### Routed metal, one colour a layer

The bar under the picture is 20 um long.
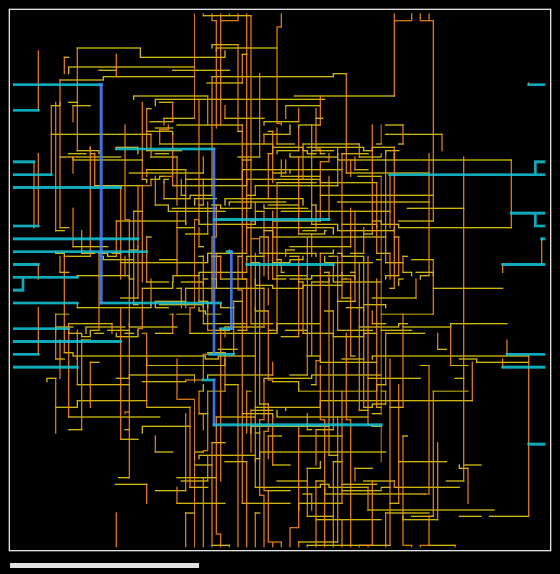
### Routing congestion

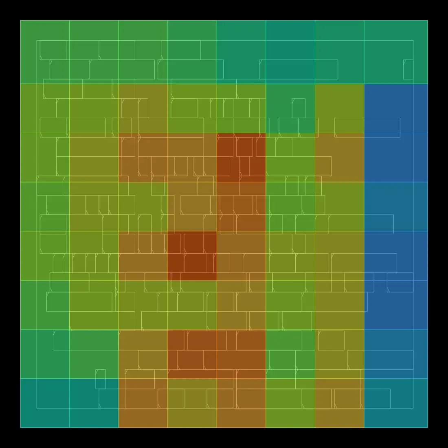
### Cell classes on the final placement

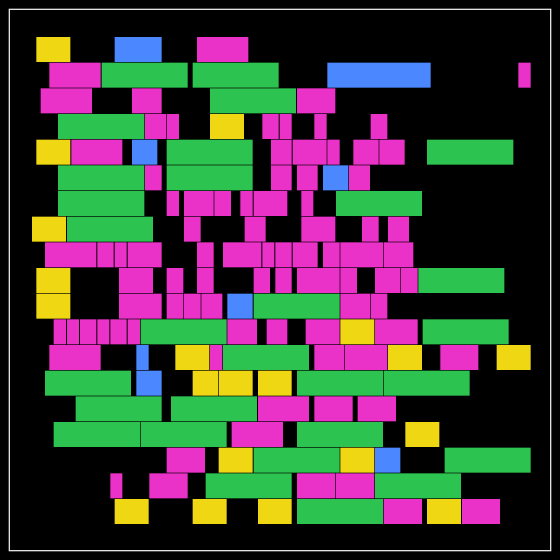
### Clock network drawn from the DEF

The bar under the picture is 20 um long.
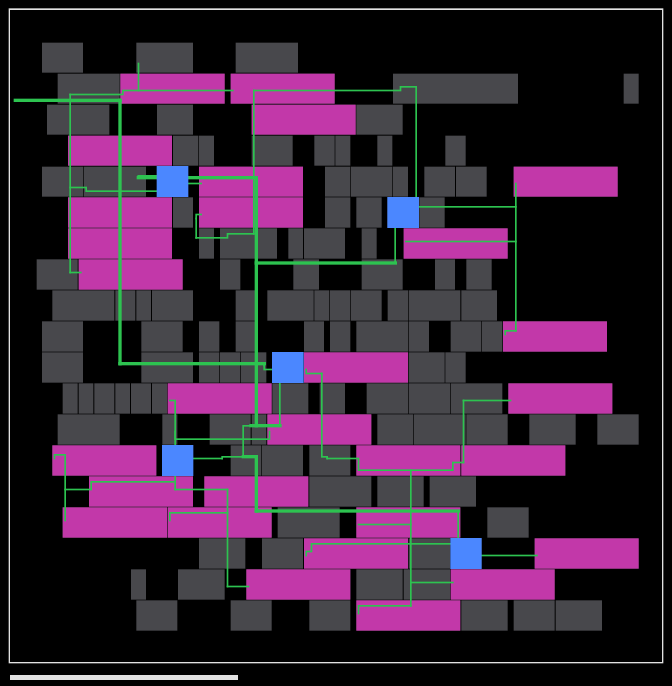
### PDN straps and rails

Pins as bars on the die edge. Tap cells in grey.
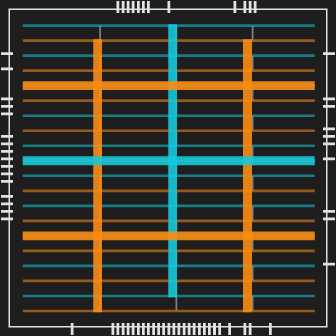
==> config.mk <==
export PLATFORM = sky130hd
export DESIGN_NAME = fetch_unit
export DESIGN_NICKNAME = d
export VERILOG_FILES = /design/src/rtl/fetch_unit.sv
export SDC_FILE = /design/constraint.sdc
export NUM_CORES = 1
export LEC_CHECK = 0
export CAP_MARGIN = 25
export CORE_MARGIN = 2
export CORE_UTILIZATION = 55
export DETAILED_ROUTE_END_ITERATION = 10
export DONT_BUFFER_PORTS = 1
export GPL_ROUTABILITY_DRIVEN = 0
export PLACE_DENSITY = 0.79
export SLEW_MARGIN = 20
export SYNTH_ARGS = -nofsm -noshare
export SYNTH_HDL_FRONTEND = slang
export SYNTH_SLANG_ARGS = --single-unit
==> constraint.sdc <==
create_clock -name clk -period 2.4 [get_ports clk]
set_clock_uncertainty 0.1 [all_clocks]
set_input_delay 0.24 -clock clk [delete_from_list [all_inputs] [get_ports clk]]
set_output_delay 0.24 -clock clk [all_outputs]
set_load 0.005 [all_outputs]
==> flow_metrics.py <==
# Generated from Yosys and OpenROAD reports
metrics = {
    "power": {
        "vdd_drop_max_uv": 644.2,
        "pg_seq_w": 0.000855,
        "swShare_pct": 33.95,
        "finalPower_w": 0.001643,
        "p_per_area_nw_per_um2": 956.2,
        "p_int_w": 0.001085,
    },
    "sta": {
        "fin_crit_sh_pct": 66.57,
        "slew_headroom_pct": 66.43,
        "grt_setup_unrepaired": "false",
        "worst_pin_slew_ns": 0.5030,
        "setup_ws_ns": 0.8024,
    },
    "setup_path": {
        "critPathCaptureType": "flop",
        "r2r_slack_ns": 0.80,
        "worstSetupPathType": "flop to flop",
        "cp_max_fo": 14,
        "slowest_stage": "or4_1",
    },
    "finish": {
        "final-seq-area_um2": 725.7,
        "bufAreaShareNonClock_pct": 11.51,
        "synthToLayoutAreaGrowth_pct": 10.28,
        "largest_class": "registers",
        "nMultiInputCombCells": 83,
        "mi_logic_area_um2": 659.4,
        "drive_above_1_share_pct": 23.08,
    },
    "routing": {
        "post-route-drc-count": 0,
        "avgViaCountPerCell": 6.017,
        "wl_met1_mm": 1.329,
    },
    "synth": {
        "simple_gate_area_share_pct": 17.59,
        "top_cell": "dfrtp_1",
        "synth_cell_types": 41,
        "synth_flops": 29,
        "synth-edff-count": 0,
    },
    "worst_hold_path": {
        "holdCritPathClass": "input pin to flop",
        "whs_path_depth": 3,
    },
    "place": {
        "place.port_buffers": 0,
    },
    "outcome": {
        "status": "finished, final reports clean",
    },
    "clocking": {
        "numCtsBuffers": 5,
        "cts_hold_buf": 19,
    },
}
## Picture notes: 'Routed metal, one colour a layer'
- cyan: M3 (wire length 210 um)
- yellow: M1 (wire length 1330 um)
- blue: M4 (wire length 57.8 um)
- orange: M2 (wire length 1670 um)
Total Routing Usage GR: 22.07%
wire per inst: 18.77 um

## Picture notes: 'Routing congestion'
met3 usage: 8.617%
final core occ: 62.84%
met2 Usage GRT: 34.81%
global route hottest layer: met2
Global Route met1 Usage: 27.31%

## Picture notes: 'Cell classes on the final placement'
- yellow: remaining buffers and delay cells (cells 20)
- magenta: remaining logic cells (cells 86)
- green: registers (cells 29)
- blue: clock drivers and dummy loads (cells 8)
sequential cell area share: 42.24%
row cnt: 19

## Picture notes: 'Clock network drawn from the DEF'
- blue: clock-net drivers (count 5)
- green: clock wires (length 402 um)
- magenta: flip-flops (count 29)
- routed clock nets: 6
clock latency on the worst-skew pair: 0.34 ns
clock power share: 25.9%
Clk power: 0.000426 W

## Picture notes: 'PDN straps and rails'
- cyan: VDD
- orange: VSS
- rows: 19
- met1 rails: 20
- met4 straps: 3
- met5 straps: 3
core area: 2734 um2
die width: 57.22 um

Power and IR drop assume default switching activity.
